<file path="config.mk">
export PLATFORM = sky130hd
export DESIGN_NAME = timer_counter
export DESIGN_NICKNAME = d
export VERILOG_FILES = /design/src/rtl/timer_counter.sv
export SDC_FILE = /design/constraint.sdc
export NUM_CORES = 1
export LEC_CHECK = 0
export CAP_MARGIN = 20
export CELL_PAD_IN_SITES_DETAIL_PLACEMENT = 0
export CELL_PAD_IN_SITES_GLOBAL_PLACEMENT = 1
export CORE_MARGIN = 1
export CORE_UTILIZATION = 25
export DETAILED_ROUTE_END_ITERATION = 12
export GPL_ROUTABILITY_DRIVEN = 0
export PLACE_DENSITY = 0.6
export SYNTH_ARGS = -nofsm -noshare
export SYNTH_HDL_FRONTEND = slang
export SYNTH_SLANG_ARGS = --single-unit
export TNS_END_PERCENT = 100
</file>
<file path="constraint.sdc">
create_clock -name clk -period 7.1 [get_ports clk]
set_input_delay 0.71 -clock clk [delete_from_list [all_inputs] [get_ports clk]]
set_output_delay 0.71 -clock clk [all_outputs]
set_load 0.02 [all_outputs]
</file>
<file path="src/rtl/timer_counter.sv">
// Memory-mapped down-counting timer with one-shot and auto-reload modes.
// Registers: CTRL (EN, MODE, IM), PRESET, COUNT (read-only); irq = IM & irq_flag.
module timer_counter (
  input  logic        clk,
  input  logic        reset,
  input  logic [31:2] addr,
  input  logic        we,
  input  logic [31:0] din,
  output logic [31:0] dout,
  output logic        irq
);

  typedef enum logic [1:0] {
    S_IDLE = 2'd0,
    S_LOAD = 2'd1,
    S_CNT  = 2'd2,
    S_INT  = 2'd3
  } state_e;

  localparam logic [1:0] ADDR_CTRL   = 2'd0;
  localparam logic [1:0] ADDR_PRESET = 2'd1;
  localparam logic [1:0] ADDR_COUNT  = 2'd2;
  localparam logic [1:0] MODE_RELOAD = 2'b01;

  state_e      state_q, state_d;
  logic [3:0]  ctrl_q, ctrl_d;
  logic [31:0] preset_q, preset_d;
  logic [31:0] count_q, count_d;
  logic        irq_flag_q, irq_flag_d;

  logic        ctrl_en;
  logic        ctrl_im;
  logic [1:0]  ctrl_mode;
  logic        unused_addr;

  assign ctrl_en     = ctrl_q[0];
  assign ctrl_mode   = ctrl_q[2:1];
  assign ctrl_im     = ctrl_q[3];
  assign unused_addr = ^addr[31:4];

  // NOTE: every variable gets a default before the case so no latch is inferred.
  always_comb begin
    state_d    = state_q;
    ctrl_d     = ctrl_q;
    preset_d   = preset_q;
    count_d    = count_q;
    irq_flag_d = irq_flag_q;

    unique case (state_q)
      S_IDLE: begin
        if (ctrl_en) state_d = S_LOAD;
      end
      S_LOAD: begin
        count_d = preset_q;
        state_d = S_CNT;
      end
      S_CNT: begin
        if (!ctrl_en) begin
          state_d = S_IDLE;
        end else if (count_q > 32'd1) begin
          count_d = count_q - 32'd1;
        end else begin
          count_d    = '0;
          irq_flag_d = 1'b1;
          state_d    = S_INT;
        end
      end
      S_INT: begin
        if (ctrl_mode == MODE_RELOAD) begin
          irq_flag_d = 1'b0;
          state_d    = S_LOAD;
        end else begin
          ctrl_d[0] = 1'b0;
          state_d   = S_IDLE;
        end
      end
      default: state_d = S_IDLE;
    endcase

    // Bus writes come last so they override the FSM's EN auto-clear and flag set.
    if (we) begin
      if (addr[3:2] == ADDR_CTRL) begin
        ctrl_d     = din[3:0];
        irq_flag_d = 1'b0;
      end else if (addr[3:2] == ADDR_PRESET) begin
        preset_d   = din;
        irq_flag_d = 1'b0;
      end
    end
  end

  // NOTE: sequential state uses non-blocking assignments only.
  always_ff @(posedge clk or negedge reset) begin
    if (!reset) begin
      state_q    <= S_IDLE;
      ctrl_q     <= '0;
      preset_q   <= '0;
      count_q    <= '0;
      irq_flag_q <= 1'b0;
    end else begin
      state_q    <= state_d;
      ctrl_q     <= ctrl_d;
      preset_q   <= preset_d;
      count_q    <= count_d;
      irq_flag_q <= irq_flag_d;
    end
  end

  always_comb begin
    dout = '0;
    unique case (addr[3:2])
      ADDR_CTRL:   dout = {28'd0, ctrl_q};
      ADDR_PRESET: dout = preset_q;
      ADDR_COUNT:  dout = count_q;
      default:     dout = '0;
    endcase
  end

  assign irq = ctrl_im & irq_flag_q;

endmodule

</file>
==> results_slide.txt <==
Run Summary

Run status
  • Run status: complete, no violations

Finish
  • Most frequent logic cells in the routed design: 71 x sky130_fd_sc_hd__dfrtp_1, 68 x sky130_fd_sc_hd__clkdlybuf4s50_1, 36 x sky130_fd_sc_hd__nand2_1
  • # nets final: ~540
  • Clock buf count: 13
  • Ant diodes: 0
  • Top Registers: count_q (32), preset_q (32), ctrl_q (4)
  • Flip-flop and latch share of the layout cell area: around a third
  • Fraction of final layout cells sized beyond drive strength 1: 14.5%
  • Non-clock buffer share: between 10 and 15%
  • Clock buf/inv share: slightly below 6%
  • Number of signal-net buffers in the layout: ~79
  • Combined area of the multi-input logic cells: roughly 2100 sq um
  • Largest cell class by area: combinational gates
  • Final cell utilization of the core: about a third
  • Top logic cell by instance count in the layout: sky130_fd_sc_hd__dfrtp_1
  • Flip-flop and latch count: 71
  • Layout Area Growth over Synthesis: 29.5%

Route
  • Number of design-rule violations left by the first detailed-router iteration: 238
  • WL met2: ~5800 um
  • Total wire length: roughly 13000 um
  • Highest Signal Layer: met4
  • Routed wire length on met3: 803 um
  • Remaining DRCs: 0
  • Antenna violation net count after detailed routing: 0
  • Detailed-route vias per instance: between 5 and 6

Final timing
  • Unrepaired setup endpoints after global routing: no
  • Worst Slack Setup Final: 3.19 ns
  • Minimum clock period: between 3 and 4 ns
  • Worst Max-Slew Pin Slew: 1.01 ns
  • Total count of hold-check failures in the final report: 0
  • Post-route clock skew: roughly 0.0098 ns
  • Max frequency: ~260 MHz
  • Sum of negative setup slack: 0 ns
  • Max-slew headroom at the worst pin: between 30% and 40%
  • Final-layout worst hold slack: around 0.53 ns
  • Fin. max-slew vios: 0

Job
  • Count of maximum capacitance violations: 0
  • Count of warning messages emitted by the tools: 55

Global routing
  • Met2 routing resource usage after global routing: 25.7%
  • Aggregate global routing overflow: 0
  • Largest net degree at the start of global routing: 72
  • Vias in the first global route: 3712
  • Number of antenna violations at the first check in global routing: 0
  • Met3 GRT Util: 4.63%
  • Layer with the highest usage after global routing: met2

Setup path
  • Data arrival time of the critical path: 3.20 ns
  • Critical path fanouts, max: 17
  • Startpoint types: primary input
  • Worst setup EP type: primary output
  • WP depth: 6
  • Worst-case register-to-register setup slack: between 3 and 4 ns
  • Critical-path cell list: clkdlybuf4s50_1, inv_1, nor2_2, buf_4, a22o_1, clkdlybuf4s50_1
  • Largest incremental delay on the critical path: 0.69 ns
  • First element of the critical path: addr[3]
  • R2R cell count: 5
  • Worst-path cell with the longest stage delay: sky130_fd_sc_hd__clkdlybuf4s50_1
  • Crit path required time: between 6 and 7 ns
  • Most common cell on crit path: sky130_fd_sc_hd__clkdlybuf4s50_1
  • Worst Setup EP: dout[26]
  • Class of the most critical setup path: primary input to primary output

Logic synthesis
  • Synthesis-stage register bit count: around 70
  • Count of warnings emitted by yosys: 0
  • Cell types with the largest area share after synthesis: sky130_fd_sc_hd__dfrtp_1 43%, sky130_fd_sc_hd__mux2_2 9.6%, sky130_fd_sc_hd__a22o_1 7.1%, sky130_fd_sc_hd__nand2_1 3.3%, sky130_fd_sc_hd__clkbuf_1 2.7%
  • Area fraction in full adders, half adders and majority gates: 0.611%
  • Cell Type Count: 52
  • Synth Flop Type: sky130_fd_sc_hd__dfrtp_1
  • Count of library flops with an enable pin: 0
  • Parity-gate share of the synthesized area counting xor and xnor cells: 0.214%
  • Sequential cell area fraction in the yosys report: approximately 43%
  • Mean area per synthesized cell: just under 10 sq um
  • Instance tally after logic synthesis: approximately 420
  • Proportion of synthesized flip-flops having asynchronous set or reset: 100%
  • Post-Synth AOI/OAI Area: a little under a quarter
  • Number of cells in the yosys synthesis report: 415
  • Top cell types by occurrence after synthesis: 71 x sky130_fd_sc_hd__dfrtp_1, 36 x sky130_fd_sc_hd__nand2_1, 35 x sky130_fd_sc_hd__mux2_2, 33 x sky130_fd_sc_hd__a22o_1, 29 x sky130_fd_sc_hd__clkbuf_1
  • Post-Syn Area: a little over 4000 sq um
  • Mux cell area share: a little over a tenth
  • Portion of synthesized cell area occupied by the leading cell type: 43.4%
  • Post-synth area from yosys stat: between 4000 and 5000 sq um

Clocking
  • Post-CTS setup buffers: 0
  • Clk buf depth: 2
  • CTS H-Tree Depth: 3
  • Clock tree from TritonCTS: yes
  • Hold Buf Count CTS: 0

Die
  • Total core area: 15900 sq um
  • Tap cell instance count: between 200 and 250
  • Die outline width: ~130 um
  • Floorplan die height: between 100 and 150 um
  • Number of standard-cell rows in the floorplan: roughly 46
  • Area of the chip: roughly 17000 sq um
  • Fraction of the core area occupied by cells at floorplan: roughly 26%

Placement
  • Placed wire-length estimate after detailed placement: ~8500 um
  • Total instance count after detailed placement: between 600 and 700
  • Port bufs: 69

Hold path
  • Worst-case hold path end point: count_q[25]
  • Cell depth of the worst min-delay path: 2
  • Path class of the lowest-slack min-delay path: flip-flop to flip-flop

Power
  • Pint: 1.18 mW
  • Pwr Total: 1.95 mW
  • Share of total power consumed by net switching: approximately 40%
  • Combinational share of power: 39.0%
  • Seq power: between 0.7 and 0.8 mW
  • Biggest consumer: combinational logic
  • Worst IR drop on VDD: between 0.0001 and 0.00015 V
  • Power in the clock group: around 0.47 mW
  • Power drawn by the combinational cells: approximately 0.76 mW
  • Sequential fraction of design power: between 30% and 40%
  • Leakage power of the design: between 2 and 2.5 nW
  • PwrDens: roughly 370 nW/um^2
wires.png
Scale: 3 px per um. Only two layers are drawn.
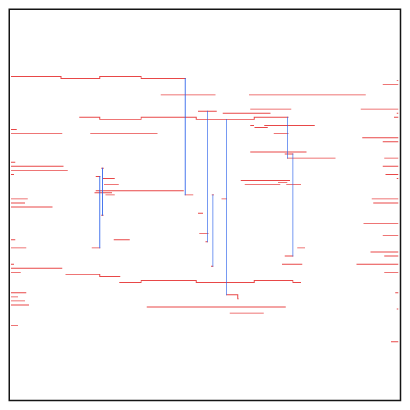
- metal 4: blue (wire length 252 um)
- metal 3: red (wire length 803 um)

metal_density.png
Scale: 3 px per um. The die is cut into 26 by 26 equal tiles; dark blue is low, red is high, scaled to the fullest tile. Values are wire area over tile area, all layers added.
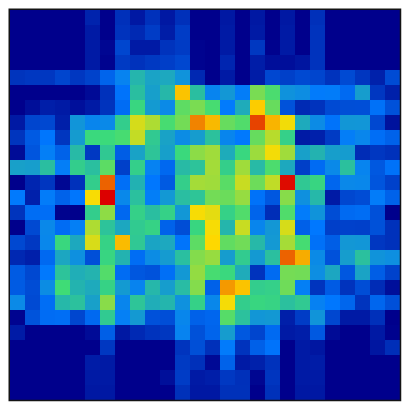
- mean over tiles: 0.12
- tiles over half the peak: 12%
- nearly empty tiles: 22%

io_fan.png
Scale: 4 px per um.
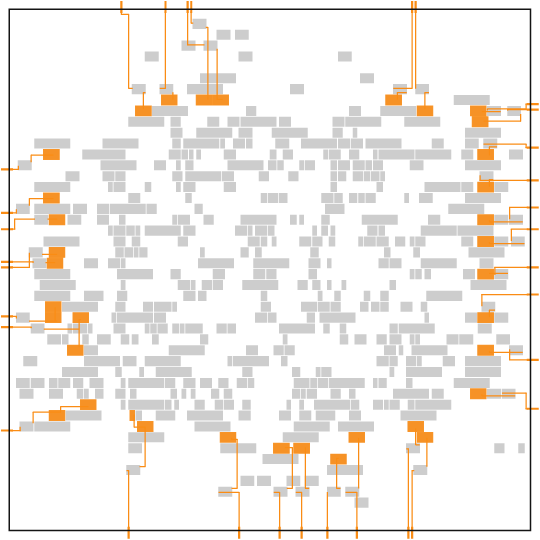
- din: orange (bits 32; direction input; edge 10 right, 8 bottom, 8 left, 6 top; end cells 36; buffers 32; wire 609 um)

Power figures rest on the tool's default switching activity, not on a simulated workload.
